<file path="config.mk">
export PLATFORM = sky130hd
export DESIGN_NAME = prog_loader_flat
export DESIGN_NICKNAME = d
export VERILOG_FILES = /design/src/rtl/prog_loader_if.sv /design/src/rtl/prog_loader.sv /design/src/flat_wrapper.sv
export SDC_FILE = /design/constraint.sdc
export NUM_CORES = 1
export LEC_CHECK = 0
export ABC_AREA = 1
export CAP_MARGIN = 40
export CORE_MARGIN = 2
export CORE_UTILIZATION = 40
export CTS_BUF_LIST = sky130_fd_sc_hd__clkbuf_4 sky130_fd_sc_hd__clkbuf_8
export DETAILED_ROUTE_END_ITERATION = 7
export HOLD_SLACK_MARGIN = 0.12
export PLACE_DENSITY = 0.71
export SYNTH_ARGS = -nofsm -noshare
export SYNTH_HDL_FRONTEND = slang
export SYNTH_SLANG_ARGS = --single-unit
</file>
<file path="constraint.sdc">
create_clock -name clk -period 2.1 [get_ports clk]
set_clock_uncertainty 0.1 [all_clocks]
set_input_delay 0.42 -clock clk [delete_from_list [all_inputs] [get_ports clk]]
set_output_delay 0.42 -clock clk [all_outputs]
set_load 0.05 [all_outputs]
</file>
<file path="src/rtl/prog_loader_if.sv">
// ============================================================================
//  prog_loader_if
//  Byte-stream, program-memory write and CPU-control signals of the loader.
//  Revision: 1.0
// ============================================================================
`default_nettype none

interface prog_loader_if;
    logic        in_valid;
    logic [7:0]  in_data;
    logic        in_ready;
    logic        skip;
    logic        clear;
    logic        mem_we;
    logic [11:0] mem_addr;
    logic [7:0]  mem_wdata;
    logic        cpu_hold;
    logic        done;
    logic        error;
    logic [1:0]  error_code;

    modport master (
        output in_valid, in_data, skip, clear,
        input  in_ready, mem_we, mem_addr, mem_wdata,
        input  cpu_hold, done, error, error_code
    );

    modport slave (
        input  in_valid, in_data, skip, clear,
        output in_ready, mem_we, mem_addr, mem_wdata,
        output cpu_hold, done, error, error_code
    );
endinterface

`default_nettype wire

</file>
<file path="src/rtl/prog_loader.sv">
// ============================================================================
//  prog_loader
//  Receives a framed, checksummed byte stream and writes it to program memory.
//  Revision: 1.0
// ============================================================================
`default_nettype none

module prog_loader (
    input  logic          clk,
    input  logic          rst_n,
    prog_loader_if.slave  bus
);

    typedef enum logic [2:0] {
        ST_SYNC   = 3'd0,
        ST_LEN_HI = 3'd1,
        ST_LEN_LO = 3'd2,
        ST_DATA   = 3'd3,
        ST_CHECK  = 3'd4,
        ST_RUN    = 3'd5,
        ST_ERROR  = 3'd6
    } state_t;

    localparam logic [7:0] C_SYNC_BYTE = 8'hA5;
    localparam logic [1:0] C_ERR_NONE  = 2'b00;
    localparam logic [1:0] C_ERR_LEN   = 2'b01;
    localparam logic [1:0] C_ERR_CHK   = 2'b10;

    state_t      state_q, state_d;
    logic [3:0]  len_hi_q, len_hi_d;
    logic [11:0] len_q, len_d;
    logic [11:0] cnt_q, cnt_d;
    logic [7:0]  sum_q, sum_d;
    logic        mem_we_q, mem_we_d;
    logic [11:0] mem_addr_q, mem_addr_d;
    logic [7:0]  mem_wdata_q, mem_wdata_d;
    logic        done_q, done_d;
    logic        error_q, error_d;
    logic [1:0]  code_q, code_d;

    logic        w_ready;
    logic        w_xfer;
    logic [11:0] w_len;

    assign w_ready = (state_q != ST_RUN) && (state_q != ST_ERROR);
    assign w_xfer  = bus.in_valid && w_ready;
    assign w_len   = {len_hi_q, bus.in_data};

    always_comb begin
        state_d     = state_q;
        len_hi_d    = len_hi_q;
        len_d       = len_q;
        cnt_d       = cnt_q;
        sum_d       = sum_q;
        mem_we_d    = 1'b0;
        mem_addr_d  = mem_addr_q;
        mem_wdata_d = mem_wdata_q;
        done_d      = done_q;
        error_d     = error_q;
        code_d      = code_q;

        // clear outranks any byte arriving in the same cycle
        if (bus.clear) begin
            state_d = ST_SYNC;
            cnt_d   = 12'd0;
            sum_d   = 8'd0;
            done_d  = 1'b0;
            error_d = 1'b0;
            code_d  = C_ERR_NONE;
        end else begin
            case (state_q)
                ST_SYNC: begin
                    if (bus.skip) begin
                        state_d = ST_RUN;
                        done_d  = 1'b0;
                    end else if (w_xfer && bus.in_data == C_SYNC_BYTE) begin
                        state_d = ST_LEN_HI;
                    end
                end
                ST_LEN_HI: begin
                    if (w_xfer) begin
                        if (bus.in_data[7:4] != 4'd0) begin
                            state_d = ST_ERROR;
                            error_d = 1'b1;
                            code_d  = C_ERR_LEN;
                        end else begin
                            len_hi_d = bus.in_data[3:0];
                            state_d  = ST_LEN_LO;
                        end
                    end
                end
                ST_LEN_LO: begin
                    // an odd length also excludes 4095, capping LEN at 4094
                    if (w_xfer) begin
                        if (w_len == 12'd0 || w_len[0]) begin
                            state_d = ST_ERROR;
                            error_d = 1'b1;
                            code_d  = C_ERR_LEN;
                        end else begin
                            len_d   = w_len;
                            cnt_d   = 12'd0;
                            sum_d   = 8'd0;
                            state_d = ST_DATA;
                        end
                    end
                end
                ST_DATA: begin
                    if (w_xfer) begin
                        mem_we_d    = 1'b1;
                        mem_addr_d  = cnt_q;
                        mem_wdata_d = bus.in_data;
                        sum_d       = sum_q + bus.in_data;
                        cnt_d       = cnt_q + 12'd1;
                        if (cnt_q == len_q - 12'd1) begin
                            state_d = ST_CHECK;
                        end
                    end
                end
                ST_CHECK: begin
                    if (w_xfer) begin
                        if (bus.in_data == sum_q) begin
                            state_d = ST_RUN;
                            done_d  = 1'b1;
                        end else begin
                            state_d = ST_ERROR;
                            error_d = 1'b1;
                            code_d  = C_ERR_CHK;
                        end
                    end
                end
                ST_RUN:   state_d = ST_RUN;
                ST_ERROR: state_d = ST_ERROR;
                default:  state_d = ST_SYNC;
            endcase
        end
    end

    always_ff @(posedge clk or negedge rst_n) begin
        if (!rst_n) begin
            state_q     <= ST_SYNC;
            len_hi_q    <= 4'd0;
            len_q       <= 12'd0;
            cnt_q       <= 12'd0;
            sum_q       <= 8'd0;
            mem_we_q    <= 1'b0;
            mem_addr_q  <= 12'd0;
            mem_wdata_q <= 8'd0;
            done_q      <= 1'b0;
            error_q     <= 1'b0;
            code_q      <= C_ERR_NONE;
        end else begin
            state_q     <= state_d;
            len_hi_q    <= len_hi_d;
            len_q       <= len_d;
            cnt_q       <= cnt_d;
            sum_q       <= sum_d;
            mem_we_q    <= mem_we_d;
            mem_addr_q  <= mem_addr_d;
            mem_wdata_q <= mem_wdata_d;
            done_q      <= done_d;
            error_q     <= error_d;
            code_q      <= code_d;
        end
    end

    assign bus.in_ready   = w_ready;
    assign bus.mem_we     = mem_we_q;
    assign bus.mem_addr   = mem_addr_q;
    assign bus.mem_wdata  = mem_wdata_q;
    assign bus.cpu_hold   = (state_q != ST_RUN);
    assign bus.done       = done_q;
    assign bus.error      = error_q;
    assign bus.error_code = code_q;

endmodule

`default_nettype wire

</file>
<file path="src/flat_wrapper.sv">
// flat-port wrapper written by rule: the top's interface ports become plain ports
module prog_loader_flat 
  (clk, rst_n, bus_in_valid, bus_in_data, bus_skip, bus_clear, bus_in_ready, bus_mem_we, bus_mem_addr, bus_mem_wdata, bus_cpu_hold, bus_done, bus_error, bus_error_code);
  prog_loader_if bus_i ();
  input  logic clk;
  input  logic rst_n;
  input wire logic [$bits(bus_i.in_valid)-1:0] bus_in_valid;
  input wire logic [$bits(bus_i.in_data)-1:0] bus_in_data;
  input wire logic [$bits(bus_i.skip)-1:0] bus_skip;
  input wire logic [$bits(bus_i.clear)-1:0] bus_clear;
  output wire logic [$bits(bus_i.in_ready)-1:0] bus_in_ready;
  output wire logic [$bits(bus_i.mem_we)-1:0] bus_mem_we;
  output wire logic [$bits(bus_i.mem_addr)-1:0] bus_mem_addr;
  output wire logic [$bits(bus_i.mem_wdata)-1:0] bus_mem_wdata;
  output wire logic [$bits(bus_i.cpu_hold)-1:0] bus_cpu_hold;
  output wire logic [$bits(bus_i.done)-1:0] bus_done;
  output wire logic [$bits(bus_i.error)-1:0] bus_error;
  output wire logic [$bits(bus_i.error_code)-1:0] bus_error_code;
  assign bus_i.in_valid = bus_in_valid;
  assign bus_i.in_data = bus_in_data;
  assign bus_i.skip = bus_skip;
  assign bus_i.clear = bus_clear;
  assign bus_in_ready = bus_i.in_ready;
  assign bus_mem_we = bus_i.mem_we;
  assign bus_mem_addr = bus_i.mem_addr;
  assign bus_mem_wdata = bus_i.mem_wdata;
  assign bus_cpu_hold = bus_i.cpu_hold;
  assign bus_done = bus_i.done;
  assign bus_error = bus_i.error;
  assign bus_error_code = bus_i.error_code;
  prog_loader u_core (.clk(clk), .rst_n(rst_n), .bus(bus_i));
endmodule
</file>
Run 1, signal metal coverage by tile:
The die is cut into 20 by 20 equal tiles; black is low, pale yellow is high, scaled to the fullest tile. Values are wire area over tile area, all layers added.
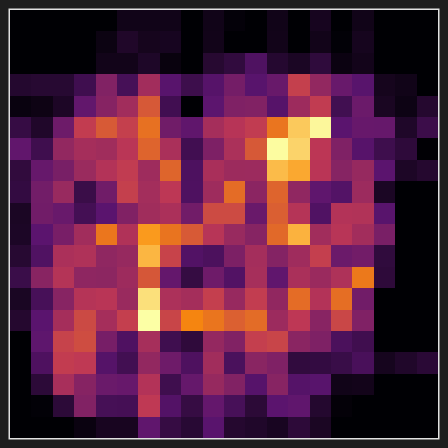
14% of the tiles are over half the peak. 19% of the tiles are nearly empty. The densest ninth of the die: centre. The emptiest ninth of the die: south-east. The mean over all tiles is 0.15.

Run 1, signal wires by layer:
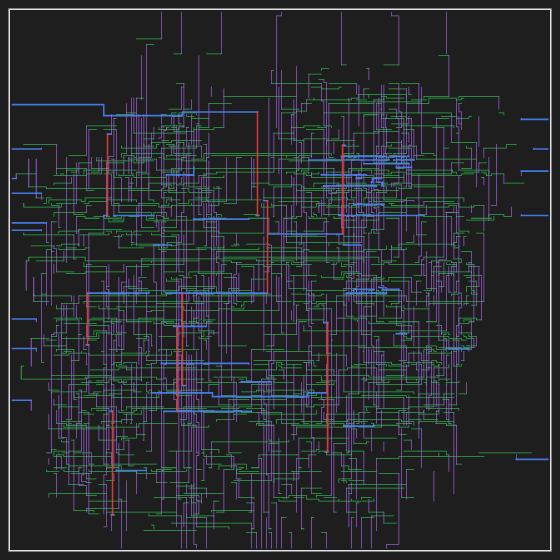
Purple marks M2, wire length 4690 um. Blue marks M3, wire length 379 um. Green marks M1, wire length 4140 um. Red marks M4, wire length 152 um.

Run 1, M1 wires:
Supply wires on this layer in grey.
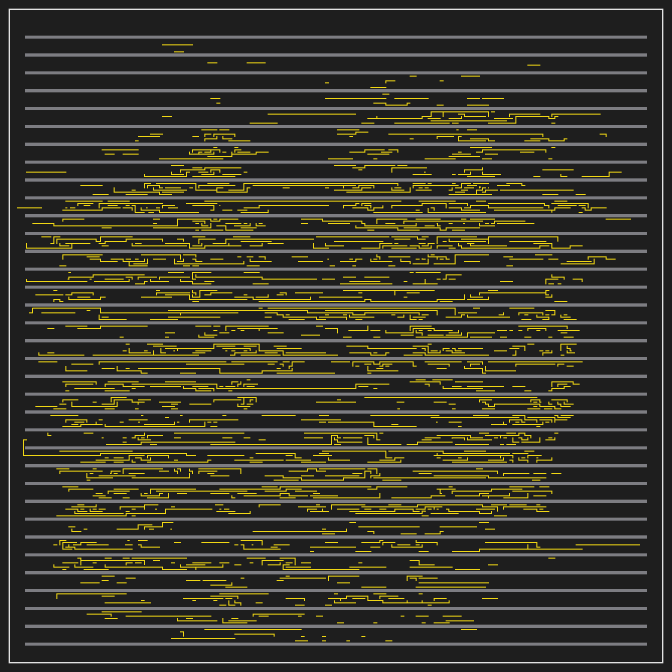
The layer holds 44% of the routed length. 560 nets have wire on it. The longest straight run is 29.9 um.

Run 1, cells coloured by class:
Bar = 20 um. Fill, decap, tap and diode cells in grey.
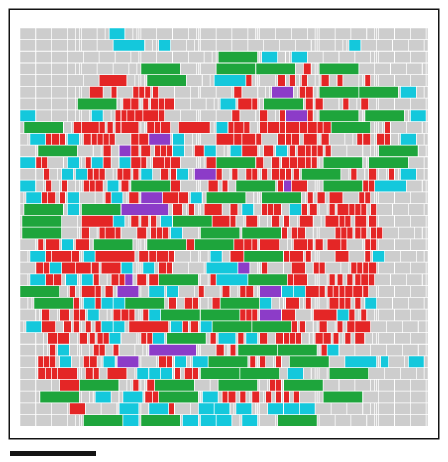
Purple marks clock drivers and dummy loads, cells 15, share of their area 4.3%. Red marks remaining logic cells, cells 393, share of their area 42%. Cyan marks remaining buffers and delay cells, cells 106, share of their area 20%. Green marks registers, cells 64, share of their area 33%.

==> out/metrics.cfg, run 1 <==
[synthesis]
synthAdderAreaFrac_pct=3.65
topCellsByArea=dfrtp_1, nand2_1, nor2_1
synth.distinct_cells=39
synth.avg_cell_area_um2=7.77

[global_route]
grt_max_degree=27
grt_pass1_wl_um=15600
grtUsageMet1_pct=25.1

[status]
outcome=completed

[power]
comb-power_w=0.00230
maxPowerGroup=combinational cells
p_clk_w=0.00114

[clocking]
cts_buffer_depth=2
cts-htree-levels=3

[critical_path]
crit_end=bus_mem_wdata[0]
crit_path_start_kind=register
crit_family=buffers and inverters
path_depth=1

[cells_and_area]
regArea_mm2=0.00160
nNonClkBuffers=106
comb-cell-share_pct=37.0
bufAreaShareNonClock_pct=19.6
drive_above_1_share_pct=21.6

[placed_design]
place.gp.congestion=0.902

[route]
drcViolationCount=0

[sta]
finalCritPeriodShare_pct=97.3

[floorplanning]
initCoreUtil_pct=41.5
io_pins=40

[job]
maxCapViolations=0

[min_path]
min_from=u_core.bus.mem_addr[2]$_DFFE_PN0P_

==> run 1 -> run 2 <==
--- a/config.mk
+++ b/config.mk
@@ -8,11 +8,11 @@
 export ABC_AREA = 1
 export CAP_MARGIN = 40
 export CORE_MARGIN = 2
-export CORE_UTILIZATION = 40
+export CORE_UTILIZATION = 45
 export CTS_BUF_LIST = sky130_fd_sc_hd__clkbuf_4 sky130_fd_sc_hd__clkbuf_8
 export DETAILED_ROUTE_END_ITERATION = 7
 export HOLD_SLACK_MARGIN = 0.12
-export PLACE_DENSITY = 0.71
+export PLACE_DENSITY = 0.77
 export SYNTH_ARGS = -nofsm -noshare
 export SYNTH_HDL_FRONTEND = slang
 export SYNTH_SLANG_ARGS = --single-unit
==> constraint.sdc (replaced) <==
create_clock -name clk -period 2.25 [get_ports clk]
set_clock_uncertainty 0.1 [all_clocks]
set_input_delay 0.45 -clock clk [delete_from_list [all_inputs] [get_ports clk]]
set_output_delay 0.45 -clock clk [all_outputs]
set_load 0.05 [all_outputs]
==> run 2 against run 1 <==
Compared with the run above: routed wire length up 2.2%; clock power grew 8%; worst hold slack improved by 0.0020 ns; global-route usage is 3.0 points higher; cell area is 4.3% lower; via count up 0.18%; cell count decreased by 3.6%; register-to-register slack gained 0.04 ns; synthesized area unchanged; power fell by 4.9%; flip-flop count unchanged; critical path type is now in2reg; critical endpoint is now u_core.bus.error$_DFFE_PN0P_.
==> out/metrics.cfg, run 2 <==
[clocking]
cts_buffer_depth=2

[route]
drcViolationCount=0

[critical_path]
crit_path_start_kind=input port
path_depth=12
crit_end=u_core.bus.error$_DFFE_PN0P_
crit_family=simple AND/OR/NAND/NOR gates

[power]
p_clk_w=0.00123
maxPowerGroup=combinational cells

[global_route]
grt_pass1_wl_um=15600
grt_max_degree=42

[floorplanning]
io_pins=40
initCoreUtil_pct=46.8

[min_path]
min_from=u_core.bus.mem_addr[3]$_DFFE_PN0P_

[synthesis]
synthAdderAreaFrac_pct=3.65

[status]
outcome=completed

[cells_and_area]
bufAreaShareNonClock_pct=16.1
comb-cell-share_pct=38.0
regArea_mm2=0.00160
nNonClkBuffers=86

[sta]
finalCritPeriodShare_pct=94.6

Run 2, cells coloured by class:
Bar = 20 um. Fill, decap, tap and diode cells in grey.
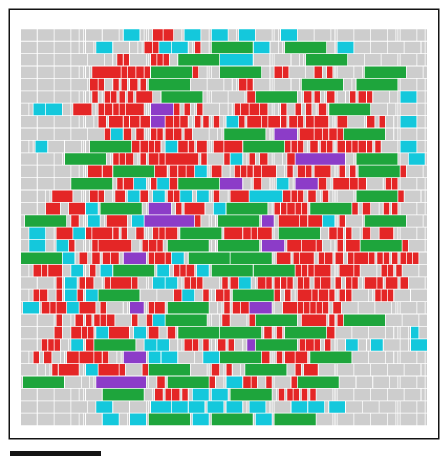
Red marks remaining logic cells, cells 393, share of their area 43%. Cyan marks remaining buffers and delay cells, cells 86, share of their area 17%. Purple marks clock drivers and dummy loads, cells 16, share of their area 5.3%. Green marks registers, cells 64, share of their area 35%.

Run 2, signal wires by layer:
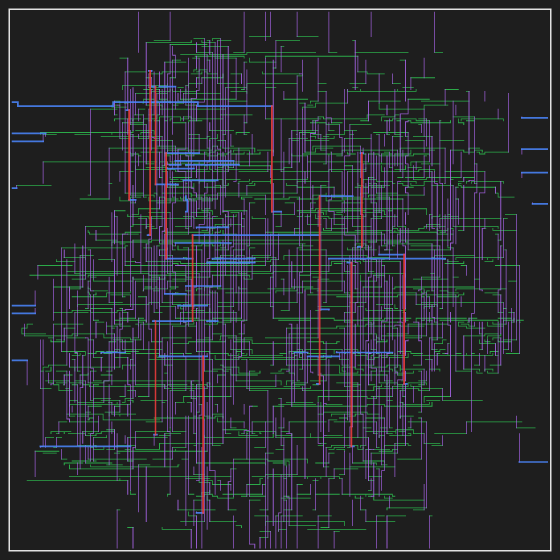
Blue marks M3, wire length 303 um. Purple marks M2, wire length 4870 um. Green marks M1, wire length 4130 um. Red marks M4, wire length 263 um.

==> run 2 -> run 3 <==
--- a/config.mk
+++ b/config.mk
@@ -10,6 +10,7 @@
 export CORE_MARGIN = 2
 export CORE_UTILIZATION = 45
 export CTS_BUF_LIST = sky130_fd_sc_hd__clkbuf_4 sky130_fd_sc_hd__clkbuf_8
+export CTS_CLUSTER_DIAMETER = 100
 export DETAILED_ROUTE_END_ITERATION = 7
 export HOLD_SLACK_MARGIN = 0.12
 export PLACE_DENSITY = 0.77
==> run 3 against run 2 <==
Compared with the run above: worst hold slack stayed put; setup slack stayed put; power stayed put; maximum frequency stayed put; first-iteration DRC count stayed put; highest routed layer unchanged.
==> out/metrics.cfg, run 3 <==
[status]
outcome=completed

[power]
p_clk_w=0.00123
maxPowerGroup=combinational cells
switchingPower_w=0.00202
comb-power_w=0.00206

[synthesis]
synthAdderAreaFrac_pct=3.65
synth.distinct_cells=39
synth.avg_cell_area_um2=7.77
topCellsByArea=dfrtp_1, nand2_1, nor2_1
xor_share_pct=4.82

[critical_path]
crit_path_start_kind=input port
path_depth=12
crit_end=u_core.bus.error$_DFFE_PN0P_
crit_family=simple AND/OR/NAND/NOR gates
path_common_cell=nor2_1

[global_route]
grt_max_degree=42
grtUsageMet1_pct=28.4
grt_pass1_wl_um=15600
top_usage_layer=met2

[cells_and_area]
bufAreaShareNonClock_pct=16.1
drive_above_1_share_pct=17.7
nNonClkBuffers=86
comb-cell-share_pct=38.0

[clocking]
cts-htree-levels=3

[placed_design]
dpl_cell_area_mm2=0.00444

[sta]
finalCritPeriodShare_pct=94.6

[floorplanning]
initCoreUtil_pct=46.8
io_pins=40

[route]
drcViolationCount=0

[min_path]
min_from=u_core.bus.mem_addr[3]$_DFFE_PN0P_

[job]
maxCapViolations=0

Run 3, signal wires by layer:
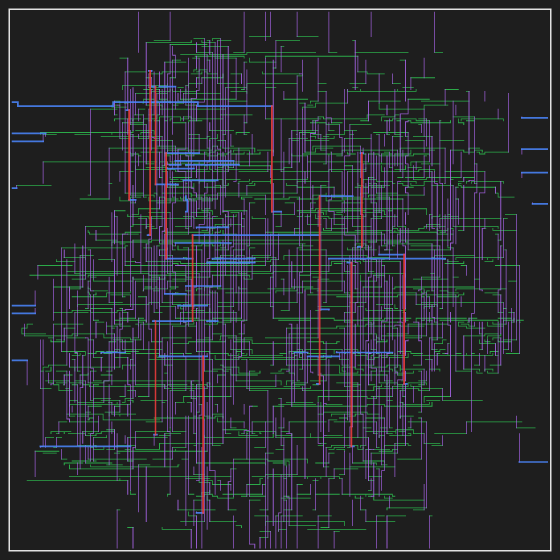
Red marks M4, wire length 263 um. Blue marks M3, wire length 303 um. Green marks M1, wire length 4130 um. Purple marks M2, wire length 4870 um.

Run 3, M1 wires:
Supply wires on this layer in grey.
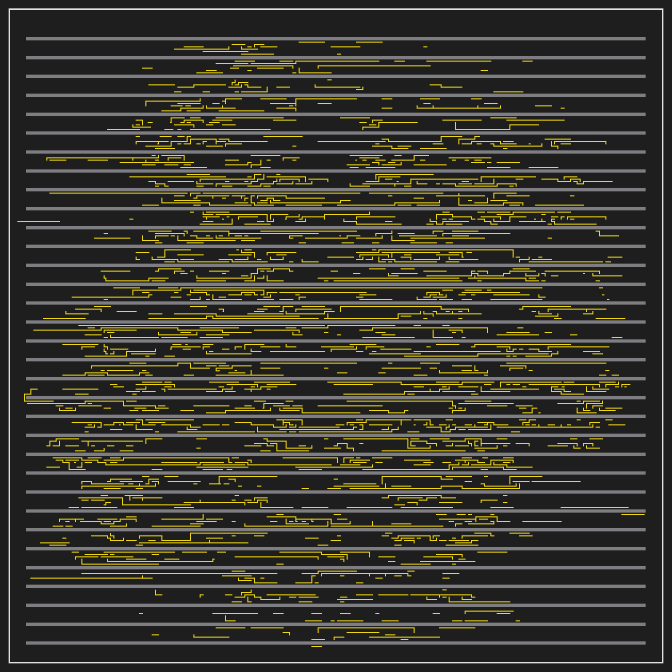
533 nets have wire on it. The wires run mostly horizontal. The layer holds 43% of the routed length. The layer carries 4130 um of wire. The longest straight run is 52.0 um.

Power and IR drop assume default switching activity.
